**src/rtl/ra_pq_param.sv**
```systemverilog
// Register-array priority queue with min/max ordering,
// reject or evict-worst overflow policy, occupancy and error pulses.
module ra_pq_param #(
    parameter int KEY_WIDTH = 4,
    parameter int VAL_WIDTH = 4,
    parameter int DEPTH     = 4,
    parameter int MIN_FIRST = 1,
    parameter int EVICT     = 0
) (
    input  logic                           clk,
    input  logic                           rst,
    input  logic                           enq,
    input  logic                           deq,
    input  logic [KEY_WIDTH+VAL_WIDTH-1:0] kvi,
    output logic [KEY_WIDTH+VAL_WIDTH-1:0] kvo,
    output logic                           ovalid,
    output logic                           empty,
    output logic                           full,
    output logic [$clog2(DEPTH+1)-1:0]     count,
    output logic                           ovf,
    output logic                           udf
);

    localparam int W  = KEY_WIDTH + VAL_WIDTH;
    localparam int CW = $clog2(DEPTH + 1);

    logic [W-1:0]     kv_q  [DEPTH];
    logic [W-1:0]     kv_d  [DEPTH];
    logic [W-1:0]     up    [DEPTH];
    logic [W-1:0]     dn    [DEPTH];
    logic [DEPTH-1:0] vld_q;
    logic [DEPTH-1:0] vld_d;
    logic [DEPTH-1:0] upv;
    logic [DEPTH-1:0] dnv;
    logic [DEPTH-1:0] gp;
    logic [DEPTH:0]   ge;
    logic [CW-1:0]    cnt_q;
    logic [CW-1:0]    cnt_d;
    logic [W-1:0]     kvo_d;
    logic             empty_w;
    logic             full_w;
    logic             tail_bt;
    logic             ins;
    logic             repl;
    logic             pop;

    function automatic logic better(
        input logic [KEY_WIDTH-1:0] a,
        input logic [KEY_WIDTH-1:0] b
    );
        if (MIN_FIRST != 0) return a < b;
        else                return a > b;
    endfunction

    assign empty_w = (cnt_q == '0);
    assign full_w  = (cnt_q == CW'(DEPTH));
    assign tail_bt = better(kvi[W-1 -: KEY_WIDTH],
                            kv_q[DEPTH-1][W-1 -: KEY_WIDTH]);

    assign repl = enq && deq && !empty_w;
    assign pop  = deq && !enq && !empty_w;
    assign ins  = enq && (deq ? empty_w
                              : (!full_w || (EVICT != 0 && tail_bt)));

    // Per-slot compare of kvi (ge: kvi goes after this slot) and neighbour taps.
    always_comb begin
        ge     = '0;
        gp     = '0;
        up[0]  = kvi;
        upv[0] = 1'b1;
        gp[0]  = 1'b1;
        for (int i = 0; i < DEPTH; i++) begin
            ge[i] = vld_q[i] &&
                    !better(kvi[W-1 -: KEY_WIDTH], kv_q[i][W-1 -: KEY_WIDTH]);
        end
        for (int i = 1; i < DEPTH; i++) begin
            gp[i]  = ge[i-1];
            up[i]  = kv_q[i-1];
            upv[i] = vld_q[i-1];
        end
        for (int i = 0; i < DEPTH - 1; i++) begin
            dn[i]  = kv_q[i+1];
            dnv[i] = vld_q[i+1];
        end
        dn[DEPTH-1]  = '0;
        dnv[DEPTH-1] = 1'b0;
    end

    // Next slot contents: hold, shift up, shift down, or load kvi.
    always_comb begin
        for (int i = 0; i < DEPTH; i++) begin
            kv_d[i]  = kv_q[i];
            vld_d[i] = vld_q[i];
            unique case (1'b1)
                pop: begin
                    kv_d[i]  = dn[i];
                    vld_d[i] = dnv[i];
                end
                repl: begin
                    if (ge[i+1]) begin
                        kv_d[i]  = dn[i];
                        vld_d[i] = dnv[i];
                    end else if (i == 0 || ge[i]) begin
                        kv_d[i]  = kvi;
                        vld_d[i] = 1'b1;
                    end
                end
                ins: begin
                    if (!ge[i]) begin
                        if (gp[i]) begin
                            kv_d[i]  = kvi;
                            vld_d[i] = 1'b1;
                        end else begin
                            kv_d[i]  = up[i];
                            vld_d[i] = upv[i];
                        end
                    end
                end
                default: ;
            endcase
        end
        cnt_d = cnt_q;
        if (pop)
            cnt_d = cnt_q - CW'(1);
        else if (ins && !full_w)
            cnt_d = cnt_q + CW'(1);
        kvo_d = vld_d[0] ? kv_d[0] : '0;
    end

    // State, registered head and one-cycle error pulses.
    always_ff @(posedge clk) begin
        if (!rst) begin
            for (int i = 0; i < DEPTH; i++) kv_q[i] <= '0;
            vld_q <= '0;
            cnt_q <= '0;
            kvo   <= '0;
            ovf   <= 1'b0;
            udf   <= 1'b0;
        end else begin
            for (int i = 0; i < DEPTH; i++) kv_q[i] <= kv_d[i];
            vld_q <= vld_d;
            cnt_q <= cnt_d;
            kvo   <= kvo_d;
            ovf   <= enq && !deq && full_w;
            udf   <= deq && empty_w;
        end
    end

    assign count  = cnt_q;
    assign empty  = empty_w;
    assign full   = full_w;
    assign ovalid = !empty_w;

endmodule

```
**config.mk**
```make
export PLATFORM = sky130hd
export DESIGN_NAME = ra_pq_param
export DESIGN_NICKNAME = d
export VERILOG_FILES = /design/src/rtl/ra_pq_param.sv
export SDC_FILE = /design/constraint.sdc
export NUM_CORES = 1
export LEC_CHECK = 0
export CORE_ASPECT_RATIO = 0.5
export CORE_UTILIZATION = 63
export DETAILED_ROUTE_END_ITERATION = 12
export PLACE_DENSITY = 0.86
export SLEW_MARGIN = 10
export SYNTH_ARGS = -nofsm -noshare
export SYNTH_HDL_FRONTEND = slang
export SYNTH_SLANG_ARGS = --single-unit
```
**constraint.sdc**
```tcl
create_clock -name clk -period 5.4 [get_ports clk]
set_input_delay 1.08 -clock clk [delete_from_list [all_inputs] [get_ports clk]]
set_output_delay 1.08 -clock clk [all_outputs]
set_load 0.05 [all_outputs]
```
Metal layers overlaid:
Two of the layers only.
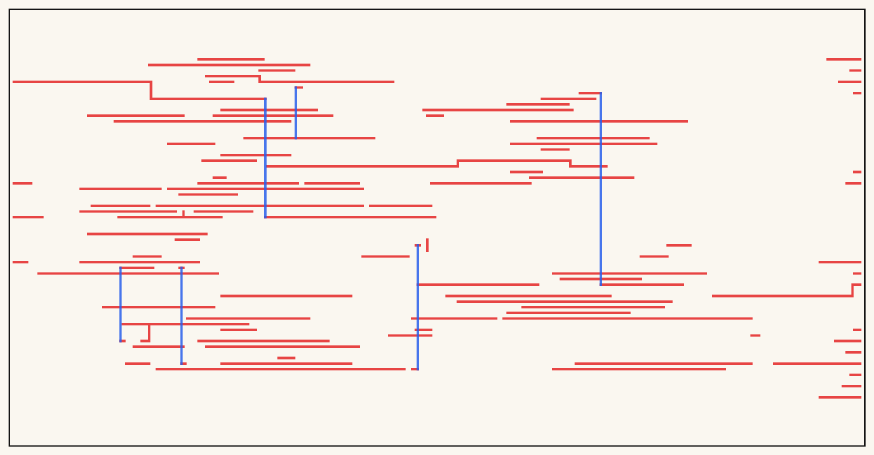
Red stands for M3, wire length 1010 um. Blue stands for M4, wire length 78.9 um.

Metal 3:
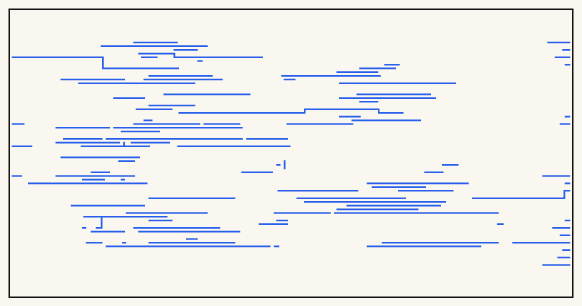
The wires run mostly horizontal. The longest straight run is 29.9 um. The layer holds 12% of the routed length. The layer carries 1010 um of wire. 73 nets have wire on it.

Where the registers sit:
Other sequential cells in the stronger gray, the rest of the logic in the fainter gray.
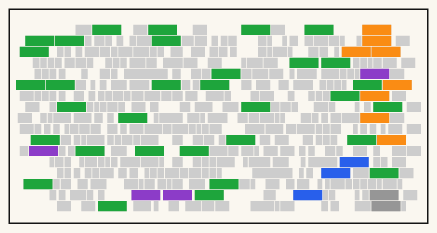
Purple stands for vld_q, flops 4. Orange stands for kvo, flops 8. Green stands for kv_q, flops 32, where widely spread. Blue stands for count, flops 3.

I/O pins on the die edge:
Pins as bars across the die edge, other pins in gray.
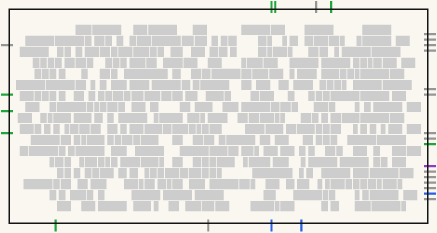
Green stands for kvi, pins 8, direction input, edge 3 left, 3 top, 1 bottom, 1 right. Purple stands for udf, pins 1, direction output, edge right. Blue stands for count, pins 3, direction output, edge 2 bottom, 1 right.

Routing congestion map:
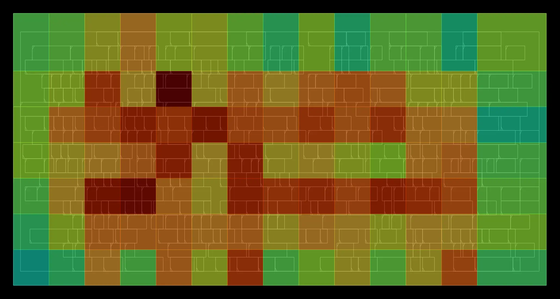
Wirelength per Cell: 19.1 um
gr busiest metal: met2
grt met3 use: 0.0987
met1 global-route usage: 0.498
total global routing track utilization: 0.349

==> metrics.log <==
[flow] final metrics
INFO  metric tritoncts.num_buffers = 5
INFO  metric chipArea = 0.00541 mm^2
INFO  metric final_max_slew_viol_count = 0
INFO  metric finalHoldWorstSlack = 0.550 ns
INFO  metric areaGrowthSynthToFinish = 10.0%
INFO  metric detail_route.iter0.violations = 238
INFO  metric seqAreaFraction = 0.277
INFO  metric final-hold-violation-count = 0
INFO  metric leakage = 1.26 nW
INFO  metric nNonClkInverters = 21
INFO  metric post-route-cell-area = 0.00354 mm^2
INFO  metric edf_count = 0
INFO  metric p_switching = 0.647 mW
INFO  metric status = finished, final reports clean
INFO  metric num_tap_cells = 66
INFO  metric dieWidth = 103 um
INFO  metric worstPathCellList = clkdlybuf4s50_1 > ha_1 > o21a_1 > o21ai_0 > nor2_1 > o22ai_1 > a222oi_1 > nor2b_1
INFO  metric layout.clock_buffers = 5
INFO  metric power.group.top = combinational cells
INFO  metric log.warning_count = 26
INFO  metric placedCellCount = 448
INFO  metric grt_antenna_before_repair = 0
INFO  metric slew-limit-headroom = 0.435
INFO  metric fp-utilization = 0.694
INFO  metric layout_top_registers = kv_q (32), kvo (8), vld_q (4)
INFO  metric final-seq-area = 981 um^2
INFO  metric max_freq = 258 MHz
INFO  metric share_clk_of_total_power = 0.188
INFO  metric cp_max_fo = 11
INFO  metric place_area = 0.00342 mm^2
INFO  metric n_fill_cell = 338
INFO  metric rows = 17
INFO  metric final_tns_setup = 0 ns
INFO  metric synthesis.area_per_instance = 8.51 um^2
INFO  metric ys_cells = 378
INFO  metric multi_input_gates = 281
INFO  metric pwr.group.sequential = 0.528 mW
INFO  metric hold_path_class = flip-flop to flip-flop
INFO  metric synthesis.nets = 403
INFO  metric synthCells = 378
INFO  metric final.setup_skew = 0.00801 ns
INFO  metric top_level_port_count = 28
INFO  metric tally_of_nets_with_antenna_violations_remaining_after_routing = 0
INFO  metric n_antenna_cell = 0
INFO  metric clock_area_frac = 0.0325
INFO  metric grt_first_pass_wirelength = 14000 um
INFO  metric layout.cells.non_filler = 456
INFO  metric via_count = 3086
INFO  metric async_reset_ff_frac = 0
INFO  metric cts_repair_resize_count = 0
INFO  metric finalWorstPathRequiredPeriod = 3.87 ns
INFO  metric num-nets-final = 414
INFO  metric pre_cts_slack = 1.33 ns
INFO  metric worstSetupPathType = primary input to flip-flop
INFO  metric rsz0062_at_grt = no
INFO  metric cellPowerDensity = 419 mW/mm^2
INFO  metric worstSkewPairLatency = 0.31 ns
INFO  metric setup_viol = 0
INFO  metric synth_sequential_area_ratio = 0.305
INFO  metric cp_slowest_cell = nor2_1
INFO  metric worst_setup_path_end_kind = flip-flop
INFO  metric cts.repair_timing.setup_buffer_count = 0
INFO  metric cp.arrival = 4.06 ns
INFO  metric synth.cellmix.simpleShare = 0.126
INFO  metric grt_pass1_vias = 2695
INFO  metric dr.pass1.iters = 5
INFO  metric kind_of_cell_with_the_highest_combined_delay_on_the_critical_path = AND-OR/OR-AND gates
INFO  metric core_region_area = 0.00464 mm^2
INFO  metric cts_htree_levels = 2
INFO  metric overflow = 0
INFO  metric post_cts_hold_buffer_count = 0
INFO  metric flop-count = 49
INFO  metric critical_path.startpoint_type = primary input
INFO  metric synth_area = 0.00322 mm^2
INFO  metric die_height = 52.5 um
INFO  metric comb-cell-share = 0.560
INFO  metric registers.top_by_ff_count = kv_q
INFO  metric dominantRegCellSynth = dfxtp_1
INFO  metric seq_power_share = 0.356
INFO  metric final_core_util = 0.763
INFO  metric signal_buffer_area_fraction = 0.0849
INFO  metric drv_cap = 0
INFO  metric worst-slew-pin-transition = 0.844 ns
INFO  metric pg_clk = 0.278 mW
INFO  metric worst-path-buf-inv = 1
INFO  metric nNonClkBuffers = 31
INFO  metric p_int = 0.834 mW
INFO  metric clk_pin_slew = 0.10 ns
INFO  metric sinks_on_clock_net = 49
INFO  metric ys_top_logic_family = AND-OR/OR-AND gates
INFO  metric sum_of_net_half_perimeters_after_detailed_placement = 6080 um
INFO  metric area.combinational = 0.00198 mm^2
INFO  metric maximum_cell_stage_delay_along_the_critical_path = 0.73 ns
INFO  metric yosys-mux-area-fraction = 0.0634
INFO  metric powerComb = 0.676 mW
INFO  metric ir_worst_vdd = 0.000239 V
INFO  metric place_congestion = 0.884
INFO  metric tritoncts_clock_tree = done
INFO  metric final_worst_setup_slack = 1.53 ns
INFO  metric place.port_buffers = 27
INFO  metric cts-root-buf = clkbuf_8
INFO  metric synth-seq-cells = 49
INFO  metric ys_sh_aoi = 0.371
INFO  metric layout_worst_path_cycle_share = 0.717
INFO  metric grt_max_degree = 42
cells in the final DEF (no fill, tap or decap), types with 4 or more instances in the layout:
cell type	n
a211oi_1	5
a21o_1	6
a21oi_1	44
a2bb2oi_1	4
a31oi_1	8
and2_1	5
buf_4	4
clkbuf_8	5
clkdlybuf4s50_1	27
dfxtp_1	49
ha_1	12
inv_1	21
mux2i_1	17
nand2_1	10
nand3_1	14
nor2_1	16
nor2b_1	6
nor3_1	8
o211ai_1	10
o21a_1	11
o21ai_0	45
o221a_2	12
worst paths after layout:
check	slack, ns	cells after the start	to	start
max	1.53	8	kv_q[0][3]	kvi[6]
min	0.55	2	kv_q[3][7]	kv_q[3][7]
min reg2reg	0.55	2	kv_q[3][7]	kv_q[3][7]
max reg2reg	2.60	8	kv_q[0][3]	kv_q[0][6]
routing by layer:
metal	track usage	part of all wire	up-vias	wire length, um
met5	0	0	-	0
met2	0.516	0.42	194	3670
met1	0.498	0.45	1429	3940
met4	0.0822	0.0090	0	78
li1	-	-	1450	-
met3	0.0987	0.12	13	1010
cell usage after synthesis, drive strengths merged (2+ instances only):
master,n,share of area
dfxtp,49,0.30
a22oi,3,0.0070
nand2,10,0.012
nand3,14,0.022
buf,19,0.046
ha,12,0.047
nand2b,4,0.010
a21oi,45,0.074
and2,6,0.012
nor3,8,0.012
o31ai,2,0.0047
nor2,16,0.019
mux2,3,0.011
o221ai,3,0.0082
and3,4,0.0093
o21ai,47,0.074
o211a,2,0.0062
a211oi,7,0.019
a222oi,3,0.0093
mux2i,17,0.053
a2bb2oi,4,0.011
nor3b,2,0.0062
clkbuf,8,0.0093
a31oi,8,0.016
o211ai,10,0.023
o21a,11,0.026
inv,21,0.025
a21o,6,0.014
o221a,12,0.042
nor2b,7,0.016
Power and IR drop assume default switching activity.
